===== config.mk =====
export PLATFORM = sky130hd
export DESIGN_NAME = and_cell_sequencer_flat
export DESIGN_NICKNAME = d
export VERILOG_FILES = /design/src/rtl/and_cell_sequencer_if.sv /design/src/rtl/and_cell_sequencer.sv /design/src/flat_wrapper.sv
export SDC_FILE = /design/constraint.sdc
export NUM_CORES = 1
export LEC_CHECK = 0
export CAP_MARGIN = 20
export CORE_UTILIZATION = 50
export CTS_CLUSTER_SIZE = 8
export DETAILED_ROUTE_END_ITERATION = 6
export HOLD_SLACK_MARGIN = 0.05
export PLACE_DENSITY = 0.78
export SLEW_MARGIN = 20
export SYNTH_ARGS = -nofsm -noshare
export SYNTH_HDL_FRONTEND = slang
export SYNTH_SLANG_ARGS = --single-unit

===== constraint.sdc =====
create_clock -name clk -period 2.9 [get_ports clk]
set_clock_uncertainty 0.2 [all_clocks]
set_input_delay 0.29 -clock clk [delete_from_list [all_inputs] [get_ports clk]]
set_output_delay 0.29 -clock clk [all_outputs]
set_load 0.01 [all_outputs]

===== src/rtl/and_cell_sequencer_if.sv =====
// Request/response handshake bundle between a requester and the AND-cell sequencer.
interface and_cell_sequencer_if;
  logic req_valid;
  logic req_ready;
  logic req_a;
  logic req_b;
  logic rsp_valid;
  logic rsp_ready;
  logic rsp_out;
  logic rsp_err;

  modport master (
    output req_valid, req_a, req_b, rsp_ready,
    input  req_ready, rsp_valid, rsp_out, rsp_err
  );

  modport slave (
    input  req_valid, req_a, req_b, rsp_ready,
    output req_ready, rsp_valid, rsp_out, rsp_err
  );
endinterface


===== src/rtl/and_cell_sequencer.sv =====
// Drives one AND cell through setup / clock-high / hold phases per operand pair
// and reports the captured output together with a mismatch flag and count.
module and_cell_sequencer #(
  parameter int unsigned SETUP_CYC = 2,
  parameter int unsigned HIGH_CYC  = 1,
  parameter int unsigned HOLD_CYC  = 1
) (
  input  logic                 clk,
  input  logic                 rst_n,
  and_cell_sequencer_if.slave  bus,
  output logic                 dut_a,
  output logic                 dut_b,
  output logic                 dut_clk,
  input  logic                 dut_out,
  output logic [7:0]           err_cnt,
  output logic                 busy
);

  typedef enum logic [2:0] {IDLE, SETUP, HIGH, HOLD, RESP} state_e;

  localparam logic [3:0] SETUP_LD = 4'(SETUP_CYC - 1);
  localparam logic [3:0] HIGH_LD  = 4'(HIGH_CYC - 1);
  localparam logic [3:0] HOLD_LD  = 4'(HOLD_CYC - 1);

  state_e     state_q, state_d;
  logic [3:0] cnt_q, cnt_d;
  logic       dut_a_q, dut_a_d;
  logic       dut_b_q, dut_b_d;
  logic       dut_clk_q, dut_clk_d;
  logic       exp_ab_q, exp_ab_d;
  logic       rsp_valid_q, rsp_valid_d;
  logic       rsp_out_q, rsp_out_d;
  logic       rsp_err_q, rsp_err_d;
  logic [7:0] err_cnt_q, err_cnt_d;
  logic       busy_q, busy_d;
  logic       req_ready_q, req_ready_d;

  always_comb begin
    // NOTE: every _d gets its hold value first so no path through the case infers a latch.
    state_d     = state_q;
    cnt_d       = cnt_q;
    dut_a_d     = dut_a_q;
    dut_b_d     = dut_b_q;
    dut_clk_d   = dut_clk_q;
    exp_ab_d    = exp_ab_q;
    rsp_valid_d = rsp_valid_q;
    rsp_out_d   = rsp_out_q;
    rsp_err_d   = rsp_err_q;
    err_cnt_d   = err_cnt_q;

    unique case (state_q)
      IDLE: begin
        if (bus.req_valid && req_ready_q) begin
          state_d  = SETUP;
          cnt_d    = SETUP_LD;
          dut_a_d  = bus.req_a;
          dut_b_d  = bus.req_b;
          exp_ab_d = bus.req_a & bus.req_b;
        end
      end
      SETUP: begin
        if (cnt_q == '0) begin
          state_d   = HIGH;
          cnt_d     = HIGH_LD;
          dut_clk_d = 1'b1;
        end else begin
          cnt_d = cnt_q - 4'd1;
        end
      end
      HIGH: begin
        if (cnt_q == '0) begin
          state_d   = HOLD;
          cnt_d     = HOLD_LD;
          dut_clk_d = 1'b0;
          rsp_out_d = dut_out;
          rsp_err_d = (dut_out != exp_ab_q);
          // Saturate rather than wrap so a long failing run still reads as "many".
          if ((dut_out != exp_ab_q) && (err_cnt_q != 8'hFF)) begin
            err_cnt_d = err_cnt_q + 8'd1;
          end
        end else begin
          cnt_d = cnt_q - 4'd1;
        end
      end
      HOLD: begin
        if (cnt_q == '0) begin
          state_d     = RESP;
          rsp_valid_d = 1'b1;
        end else begin
          cnt_d = cnt_q - 4'd1;
        end
      end
      RESP: begin
        if (bus.rsp_ready) begin
          state_d     = IDLE;
          rsp_valid_d = 1'b0;
        end
      end
      default: state_d = IDLE;
    endcase

    // Status outputs are registered copies of the next state.
    busy_d      = (state_d != IDLE);
    req_ready_d = (state_d == IDLE);
  end

  // NOTE: state uses non-blocking assignments and an async active-low reset in the sensitivity list.
  always_ff @(posedge clk or negedge rst_n) begin
    if (!rst_n) begin
      state_q     <= IDLE;
      cnt_q       <= '0;
      dut_a_q     <= 1'b0;
      dut_b_q     <= 1'b0;
      dut_clk_q   <= 1'b0;
      exp_ab_q    <= 1'b0;
      rsp_valid_q <= 1'b0;
      rsp_out_q   <= 1'b0;
      rsp_err_q   <= 1'b0;
      err_cnt_q   <= '0;
      busy_q      <= 1'b0;
      req_ready_q <= 1'b1;
    end else begin
      state_q     <= state_d;
      cnt_q       <= cnt_d;
      dut_a_q     <= dut_a_d;
      dut_b_q     <= dut_b_d;
      dut_clk_q   <= dut_clk_d;
      exp_ab_q    <= exp_ab_d;
      rsp_valid_q <= rsp_valid_d;
      rsp_out_q   <= rsp_out_d;
      rsp_err_q   <= rsp_err_d;
      err_cnt_q   <= err_cnt_d;
      busy_q      <= busy_d;
      req_ready_q <= req_ready_d;
    end
  end

  assign bus.req_ready = req_ready_q;
  assign bus.rsp_valid = rsp_valid_q;
  assign bus.rsp_out   = rsp_out_q;
  assign bus.rsp_err   = rsp_err_q;
  assign dut_a         = dut_a_q;
  assign dut_b         = dut_b_q;
  assign dut_clk       = dut_clk_q;
  assign err_cnt       = err_cnt_q;
  assign busy          = busy_q;

endmodule


===== src/flat_wrapper.sv =====
// flat-port wrapper written by rule: the top's interface ports become plain ports
module and_cell_sequencer_flat 
#(
  parameter int unsigned SETUP_CYC = 2,
  parameter int unsigned HIGH_CYC  = 1,
  parameter int unsigned HOLD_CYC  = 1
)
  (clk, rst_n, dut_a, dut_b, dut_clk, dut_out, err_cnt, busy, bus_req_valid, bus_req_a, bus_req_b, bus_rsp_ready, bus_req_ready, bus_rsp_valid, bus_rsp_out, bus_rsp_err);
  and_cell_sequencer_if bus_i ();
  input  logic clk;
  input  logic rst_n;
  output logic dut_a;
  output logic dut_b;
  output logic dut_clk;
  input  logic dut_out;
  output logic [7:0] err_cnt;
  output logic busy;
  input wire logic [$bits(bus_i.req_valid)-1:0] bus_req_valid;
  input wire logic [$bits(bus_i.req_a)-1:0] bus_req_a;
  input wire logic [$bits(bus_i.req_b)-1:0] bus_req_b;
  input wire logic [$bits(bus_i.rsp_ready)-1:0] bus_rsp_ready;
  output wire logic [$bits(bus_i.req_ready)-1:0] bus_req_ready;
  output wire logic [$bits(bus_i.rsp_valid)-1:0] bus_rsp_valid;
  output wire logic [$bits(bus_i.rsp_out)-1:0] bus_rsp_out;
  output wire logic [$bits(bus_i.rsp_err)-1:0] bus_rsp_err;
  assign bus_i.req_valid = bus_req_valid;
  assign bus_i.req_a = bus_req_a;
  assign bus_i.req_b = bus_req_b;
  assign bus_i.rsp_ready = bus_rsp_ready;
  assign bus_req_ready = bus_i.req_ready;
  assign bus_rsp_valid = bus_i.rsp_valid;
  assign bus_rsp_out = bus_i.rsp_out;
  assign bus_rsp_err = bus_i.rsp_err;
  and_cell_sequencer #(.SETUP_CYC(SETUP_CYC), .HIGH_CYC(HIGH_CYC), .HOLD_CYC(HOLD_CYC)) u_core (.clk(clk), .rst_n(rst_n), .bus(bus_i), .dut_a(dut_a), .dut_b(dut_b), .dut_clk(dut_clk), .dut_out(dut_out), .err_cnt(err_cnt), .busy(busy));
endmodule

==> results.ini <==
[status]
outcome = complete, no violations

[power]
p_clk_mw = 0.170
internal_power_mw = 0.8620
p_comb_mw = 0.620

[setup_path]
worstSetupEndpoint = u_core.err_cnt[1]
crit_fanout = 7
critPathSlowestCell = or4_1
reg2reg_depth = 6
r2r_end = u_core.err_cnt[1]
crit_type = flop to flop

[route]
drcViolationCount = 0
postRouteAntennaNets = 0

[clocking]
cts.sinks = 24
cts_made_buffers = 3
h-tree-depth = 1

[global_routing]
grt_usage_pct = 22.11
grt_max_degree = 25
antenna_found_initial = 0

[finish]
seq-cell-share_pct = 41.15
fin_area_mm2 = 0.001463
comb_cells = 78
buffers = 23
instances_no_fill = 163
syn_to_final_growth_pct = 23.97
seqCellArea_um2 = 601.8
clkbuf_count = 4
fill_cells = 172
fin_nets = 146

[synth]
aoi_share_pct = 8.908
ys_cells = 112
synth_area_mm2 = 0.001180
syn_avg_cell_area_um2 = 10.53
ys_async_sr_fraction_pct = 100.0
synthTopLogicFamily = simple AND/OR/NAND/NOR gates
syn-num-nets = 122
synthTopCellsByCount = 23 x dfrtp_1, 10 x nand2_1, 7 x nor3_1, 7 x xor2_1, 6 x nor2_1
edf_count = 0

[final_timing]
slew_viol_final = 0
rsz0062_at_grt = false

[place]
placed_cells = 159
place_ws_ns = 0.2457

[hold_path]
hold_path.class = input port to asynchronous set/reset pin

[floorplan]
taps = 28

[layout by cell type, fill, tap and decap left out, drive strengths merged, types with 2 or more instances in the layout]
master	synthesis	final
nor2	7	7
dfrtp	23	23
nor3	8	8
xor2	7	7
clkbuf	3	4
clkdlybuf4s50	0	22
o21ai	6	6
nand2	10	10
ha	3	3
mux2	4	4
nand3b	2	2
nor2b	2	2
nand2b	2	2
inv	6	6
nor4	5	5
nand3	5	5
[worst max-delay path: cells and delay by family, from the launching register on]
family                     cells  cell delay, ns
and+or+nand+nor                3            1.29
DFF                            1            0.44
muxes                          1            0.34
buffers and inverters          1            0.12
adders and majority gates      1            0.17
[layer usage]
metal / vias up / GRT usage, %
met1: 444 / 26.72
met4: 0 / 11.57
met5: - / 0
met2: 27 / 37.56
li1: 442 / -
met3: 6 / 3.636
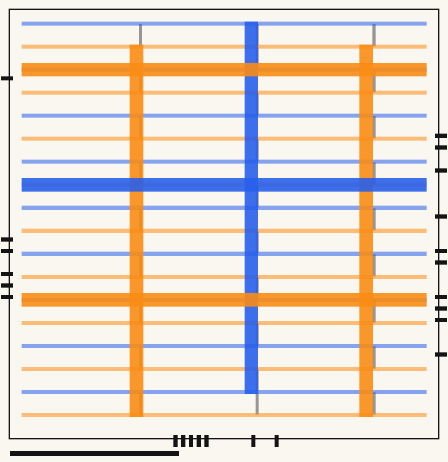
(floorplan with the power grid)
Bar = 20 µm. Pins as bars on the die edge. Tap cells in gray.
| color | net |
|---|---|
| orange | VSS |
| blue | VDD |
tap cells: 28
met5 straps: 3
rows: 17
signal pins: 23
Core ar.: 0.002212 mm²
Die Height: 50.58 µm
die width: 50.58 µm

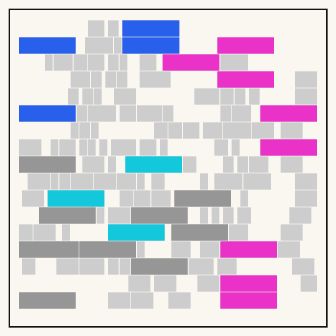
(sequential cells grouped by signal name)
Other sequential cells in the stronger gray, the rest of the logic in the fainter gray.
| color | signal | sequential cells |
|---|---|---|
| magenta | u_core.err_cnt | 8 |
| cyan | u_core.state_q | 3 |
| blue | u_core.cnt_q | 4 |
not colored: 9

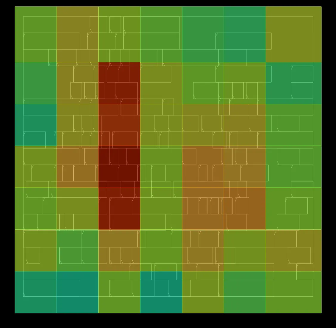
(routing congestion map)
final core occ: 66.12%
M3 GR Usage: 3.636%
wire per inst: 14.34 µm
M1 GR Usage: 26.72%
gr busiest metal: met2

